`config.mk`:
```
export PLATFORM = sky130hd
export DESIGN_NAME = serial_frame_rx
export DESIGN_NICKNAME = d
export VERILOG_FILES = /design/src/rtl/serial_frame_rx_pkg.sv /design/src/rtl/serial_frame_rx_word.sv /design/src/rtl/serial_frame_rx.sv
export SDC_FILE = /design/constraint.sdc
export NUM_CORES = 1
export LEC_CHECK = 0
export CORE_ASPECT_RATIO = 1.5
export CORE_MARGIN = 8
export CORE_UTILIZATION = 55
export CTS_CLUSTER_SIZE = 30
export DETAILED_ROUTE_END_ITERATION = 8
export HOLD_SLACK_MARGIN = 0.12
export PLACE_DENSITY_LB_ADDON = 0.25
export SLEW_MARGIN = 20
export SYNTH_ARGS = -nofsm -noshare
export SYNTH_HDL_FRONTEND = slang
export SYNTH_SLANG_ARGS = --single-unit
```
`constraint.sdc`:
```
create_clock -name clk -period 2.55 [get_ports clk]
set_clock_uncertainty 0.2 [all_clocks]
set_input_delay 0.3825 -clock clk [delete_from_list [all_inputs] [get_ports clk]]
set_output_delay 0.3825 -clock clk [all_outputs]
set_load 0.05 [all_outputs]
```
`src/rtl/serial_frame_rx_pkg.sv`:
```
// Shared types and constants for the serial packet receiver.
package serial_frame_rx_pkg;

  // Leading bit of every serial word
  typedef enum logic {
    DATA = 1'b0,
    CMD  = 1'b1
  } payload_type_t;

  // Packet assembly state
  typedef enum logic [1:0] {
    IDLE,
    RECV,
    DONE
  } rx_state_t;

  // Bit positions inside pkt_status
  localparam int ST_PARITY = 0;
  localparam int ST_OVF    = 1;
  localparam int ST_EMPTY  = 2;
  localparam int ST_W      = 4;

endpackage

```
`src/rtl/serial_frame_rx_word.sv`:
```
// Serial word deserialiser: shift register plus bit counter.
// Word completion is flagged combinationally on the edge that samples the
// parity bit, so the packet layer can act on that same edge.
module serial_word_rx
  import serial_frame_rx_pkg::*;
#(
  parameter int DATA_W = 8
) (
  input  logic              clk,
  input  logic              rst_n,
  input  logic              i_enable_n,
  input  logic              i_din,
  output logic              o_word_done,
  output logic              o_word_type,
  output logic [DATA_W-1:0] o_word_data,
  output logic              o_parity_ok,
  output logic              o_abort
);

  localparam int WORD_W = DATA_W + 2;
  localparam int BCNT_W = $clog2(WORD_W);

  logic [WORD_W-2:0] r_shift;
  logic [BCNT_W-1:0] r_bcnt;
  logic [WORD_W-1:0] w_word;

  // Full word = earlier bits from the shifter plus the bit on the wire now
  assign w_word      = {r_shift, i_din};
  assign o_word_done = !i_enable_n && (r_bcnt == BCNT_W'(WORD_W - 1));
  assign o_abort     = i_enable_n && (r_bcnt != '0);
  assign o_word_type = w_word[WORD_W-1];
  assign o_word_data = w_word[WORD_W-2:1];
  // parity = ^{type,data}, so XOR over the whole word is 0 when good
  assign o_parity_ok = ~(^w_word);

  // Shift in sampled bits; counter wraps after the parity bit, clears on abort
  always_ff @(posedge clk or negedge rst_n) begin
    if (!rst_n) begin
      r_shift <= '0;
      r_bcnt  <= '0;
    end else if (!i_enable_n) begin
      r_shift <= {r_shift[WORD_W-3:0], i_din};
      r_bcnt  <= o_word_done ? '0 : r_bcnt + 1'b1;
    end else if (o_abort) begin
      r_shift <= '0;
      r_bcnt  <= '0;
    end
  end

endmodule

```
`src/rtl/serial_frame_rx.sv`:
```
// Packet receiver: gathers DATA words until a CMD word, then presents the
// packet on a valid/ready port through an output register that is separate
// from the accumulation buffer.
module serial_frame_rx
  import serial_frame_rx_pkg::*;
#(
  parameter  int DATA_W    = 8,
  parameter  int MAX_WORDS = 4,
  localparam int CNT_W     = $clog2(MAX_WORDS + 1)
) (
  input  logic                        clk,
  input  logic                        rst_n,
  input  logic                        enable_n,
  input  logic                        din,
  output logic                        pkt_valid,
  input  logic                        pkt_ready,
  output logic [DATA_W-1:0]           pkt_cmd,
  output logic [MAX_WORDS*DATA_W-1:0] pkt_data,
  output logic [CNT_W-1:0]            pkt_len,
  output logic [ST_W-1:0]             pkt_status,
  output logic                        frame_abort,
  output logic                        pkt_lost
);

  logic              w_word_done, w_word_type, w_parity_ok, w_abort;
  logic [DATA_W-1:0] w_word_data;
  logic              w_pkt_done, w_data_word;
  logic [ST_W-1:0]   w_status;

  rx_state_t                        r_state;
  logic [MAX_WORDS-1:0][DATA_W-1:0] r_buf;
  logic [CNT_W-1:0]                 r_len;
  logic                             r_par_err, r_ovf;

  logic                        r_valid, r_abort, r_lost;
  logic [DATA_W-1:0]           r_cmd;
  logic [MAX_WORDS*DATA_W-1:0] r_data;
  logic [CNT_W-1:0]            r_olen;
  logic [ST_W-1:0]             r_status;

  serial_word_rx #(.DATA_W(DATA_W)) u_word (
    .clk        (clk),
    .rst_n      (rst_n),
    .i_enable_n (enable_n),
    .i_din      (din),
    .o_word_done(w_word_done),
    .o_word_type(w_word_type),
    .o_word_data(w_word_data),
    .o_parity_ok(w_parity_ok),
    .o_abort    (w_abort)
  );

  assign w_pkt_done  = w_word_done && (w_word_type == CMD);
  assign w_data_word = w_word_done && (w_word_type == DATA);

  // Status of the packet completing now, including the CMD word's own parity
  always_comb begin
    w_status            = '0;
    w_status[ST_PARITY] = r_par_err | ~w_parity_ok;
    w_status[ST_OVF]    = r_ovf;
    w_status[ST_EMPTY]  = (r_len == '0);
  end

  // Packet state tracking; DONE marks the cycle the packet left for output
  always_ff @(posedge clk or negedge rst_n) begin
    if (!rst_n) begin
      r_state <= IDLE;
    end else begin
      case (r_state)
        IDLE:    if (!enable_n) r_state <= RECV;
        RECV:    if (w_abort) r_state <= IDLE;
                 else if (w_pkt_done) r_state <= DONE;
        DONE:    r_state <= enable_n ? IDLE : RECV;
        default: r_state <= IDLE;
      endcase
    end
  end

  // Accumulator: cleared whenever a packet ends (completed, lost or aborted)
  always_ff @(posedge clk or negedge rst_n) begin
    if (!rst_n) begin
      r_buf     <= '0;
      r_len     <= '0;
      r_par_err <= 1'b0;
      r_ovf     <= 1'b0;
    end else if (w_abort || w_pkt_done) begin
      r_buf     <= '0;
      r_len     <= '0;
      r_par_err <= 1'b0;
      r_ovf     <= 1'b0;
    end else if (w_data_word) begin
      r_par_err <= r_par_err | ~w_parity_ok;
      if (r_len < CNT_W'(MAX_WORDS)) begin
        for (int i = 0; i < MAX_WORDS; i++)
          if (r_len == CNT_W'(i)) r_buf[i] <= w_word_data;
        r_len <= r_len + 1'b1;
      end else begin
        r_ovf <= 1'b1;
      end
    end
  end

  // Output register and handshake; a packet arriving while one is stalled is dropped
  always_ff @(posedge clk or negedge rst_n) begin
    if (!rst_n) begin
      r_valid  <= 1'b0;
      r_cmd    <= '0;
      r_data   <= '0;
      r_olen   <= '0;
      r_status <= '0;
      r_abort  <= 1'b0;
      r_lost   <= 1'b0;
    end else begin
      r_abort <= w_abort;
      r_lost  <= 1'b0;
      if (w_pkt_done) begin
        if (r_valid && !pkt_ready) begin
          r_lost <= 1'b1;
        end else begin
          r_valid  <= 1'b1;
          r_cmd    <= w_word_data;
          r_data   <= r_buf;
          r_olen   <= r_len;
          r_status <= w_status;
        end
      end else if (r_valid && pkt_ready) begin
        r_valid <= 1'b0;
      end
    end
  end

  assign pkt_valid   = r_valid;
  assign pkt_cmd     = r_cmd;
  assign pkt_data    = r_data;
  assign pkt_len     = r_olen;
  assign pkt_status  = r_status;
  assign frame_abort = r_abort;
  assign pkt_lost    = r_lost;

endmodule

```
**Metal layers overlaid**

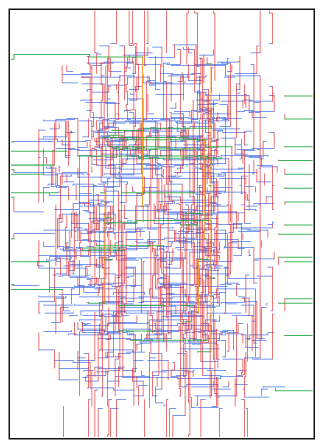
Key: green = M3 [wire length 626 um]; blue = M1 [wire length 3,830 um]; orange = M4 [wire length 207 um]; red = M2 [wire length 4,910 um]

**Clock network drawn from the DEF**

The bar under the picture is 20 um long.
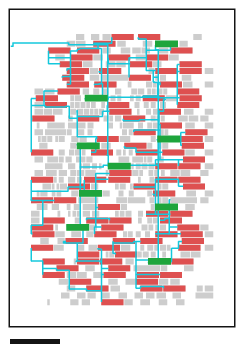
Key: green = clock-net drivers [count 9]; cyan = clock wires [length 1,080 um]; red = flip-flops [count 99]
There are 10 routed clock nets.

**Cell placement**

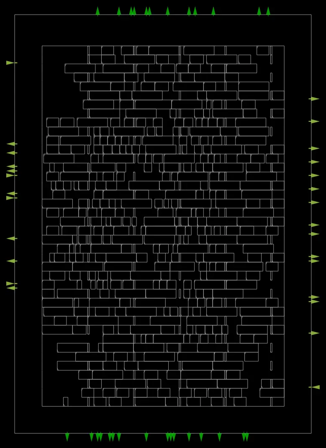
core area: 7960 sq um
sequential cell area share: 45.9%
seq_cells: 99
# fillers: 598
fin util: 67.8%

==> run_results.csv <==
group,metric,value,unit
setup_path,r2r_slack,0.28,ns
final_timing,slew_viol_final,0,
layout,buffers,64,
routing,drc,0,
yosys,async_flop_share,100,%
final_timing,fin_crit_sh,89.0,%
power,ir_drop,0.000520,V
setup_path,slowest_delay,0.57,ns
min_path,hold_start,"r_ovf$_DFFE_PN0P_",
layout,sh_comb_area,32.5,%
final_timing,hold_violations,0,
layout,fin_cells,514,
floorplanning,dieWidth,89.6,um
floorplanning,row_count,40,
yosys,ys_types,43,
setup_path,critPathLaunchType,"flop",
setup_path,crit_type,"reg -> reg",
layout,drive_gt1_share,19.3,%
min_path,hp-class,"reg -> reg",
min_path,worst_hold_path.endpoint,"r_ovf$_DFFE_PN0P_",
final_timing,whs,0.303,ns
layout,antenna_cells,0,
global_routing,gr-total-overflow,0,
floorplanning,die-height,126,um
final_timing,fin_setup_tns,0,ns
yosys,postSynthCellCount,371,
floorplanning,tap_cells,105,
setup_path,critical_path_cell_count,6,
layout,layout_top_cell,"dfrtp_1",
layout,comb_area,1750,sq um
clocking,cts.sinks,99,
yosys,ff_type,"dfrtp_1",
yosys,synth_warnings,0,
setup_path,crit_slowest_cell,"or2_2",
yosys,synth_area,4470,sq um
clocking,cts_made_buffers,9,
power,leakagePower,2.44,nW
clocking,cts_setup_buffers,0,
routing,finalWirelength,9.57,mm
outcome,status,"completed",
global_routing,grt_pass1_vias,3121,
yosys,ys_cells,371,
floorplanning,num_io_pins,55,
**Layout detail**

Window x 25 to 65, y 18 to 58 um. Cells in gray, sequential cells in the stronger gray; small squares are vias.
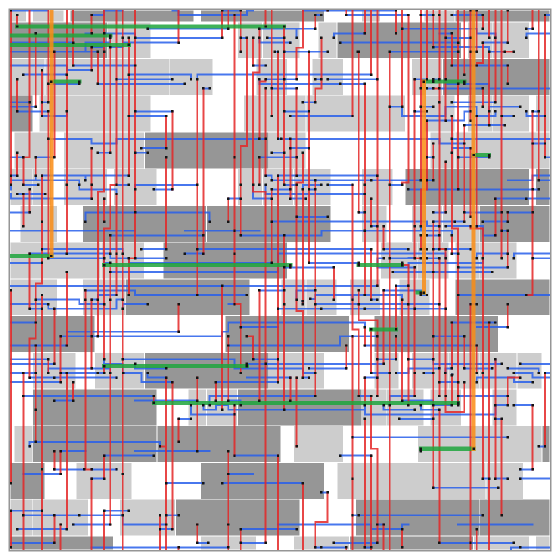
Key: red = M2; green = M3; blue = M1; orange = M4
Netlist names of flops here include r_buf (8), u_word.r_shift (8), pkt_data (5). 92 logic cells have their middle in the window. Sequential cells in the window: 23. Most frequent: dfrtp_1 (23).

**Met3 routing**

The bar under the picture is 20 um long.
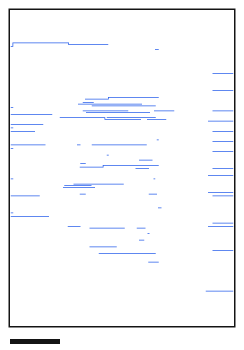
The layer carries 626 um of wire. 44 nets have wire on it. The longest straight run is 25.3 um.

## logic make-up after synthesis
kind of cell             after synthesis  synth area share [%]
flip-flops                            99                  55.4
AND-OR/OR-AND                         91                  13.8
AND/OR/NAND/NOR                       67                  9.07
buffers and inverters                 50                  5.60
multiplexers                          45                  11.3
XOR/XNOR                              10                  2.44
adder cells (fa/ha/maj)                8                  2.24
other                                  1                0.0839
## cell usage after synthesis (2+ instances only)
cell / number / area share [%]
xnor2_1: 5 / 0.98
a22o_1: 8 / 1.6
mux2_2: 45 / 11
xor2_1: 3 / 0.59
a21oi_1: 35 / 3.9
and2_1: 2 / 0.28
nand2b_1: 2 / 0.28
nor2b_1: 6 / 0.84
o31ai_1: 34 / 5.7
buf_4: 7 / 1.2
nand2_1: 8 / 0.67
nor2_1: 7 / 0.59
buf_2: 23 / 2.6
nand4_1: 34 / 4.8
or3_1: 2 / 0.28
a31oi_1: 2 / 0.28
dfrtp_1: 99 / 55
ha_1: 8 / 2.2
inv_1: 7 / 0.59
buf_1: 5 / 0.42
clkbuf_1: 6 / 0.50
o21ai_0: 2 / 0.22
## layer usage
metal / global-route usage, % / vias to the layer above / wire (um)
li1: - / 1423 / -
met1: 22.2 / 1555 / 3830
met2: 29.0 / 86 / 4910
met3: 2.91 / 16 / 626
met4: 9.84 / 0 / 206
met5: 0 / - / 0
## repair_timing
item,CTS,global route
gates resized,0,0
hold endpoints to repair,99,0
hold buffers,1,0
## registers in the layout (all words and copies together), names as in the netlist, 3 cells and up
name	count
u_word.r_bcnt	4
pkt_status	3
pkt_len	3
u_word.r_shift	9
r_len	3
r_buf	32
pkt_data	32
pkt_cmd	8
## report_power, final
part           switching [mW]  internal (mW)
Sequential              0.129           1.66
Combinational           0.632          0.280
Clock                   0.558          0.986
Total                    1.32           2.92
Power and IR drop assume default switching activity.
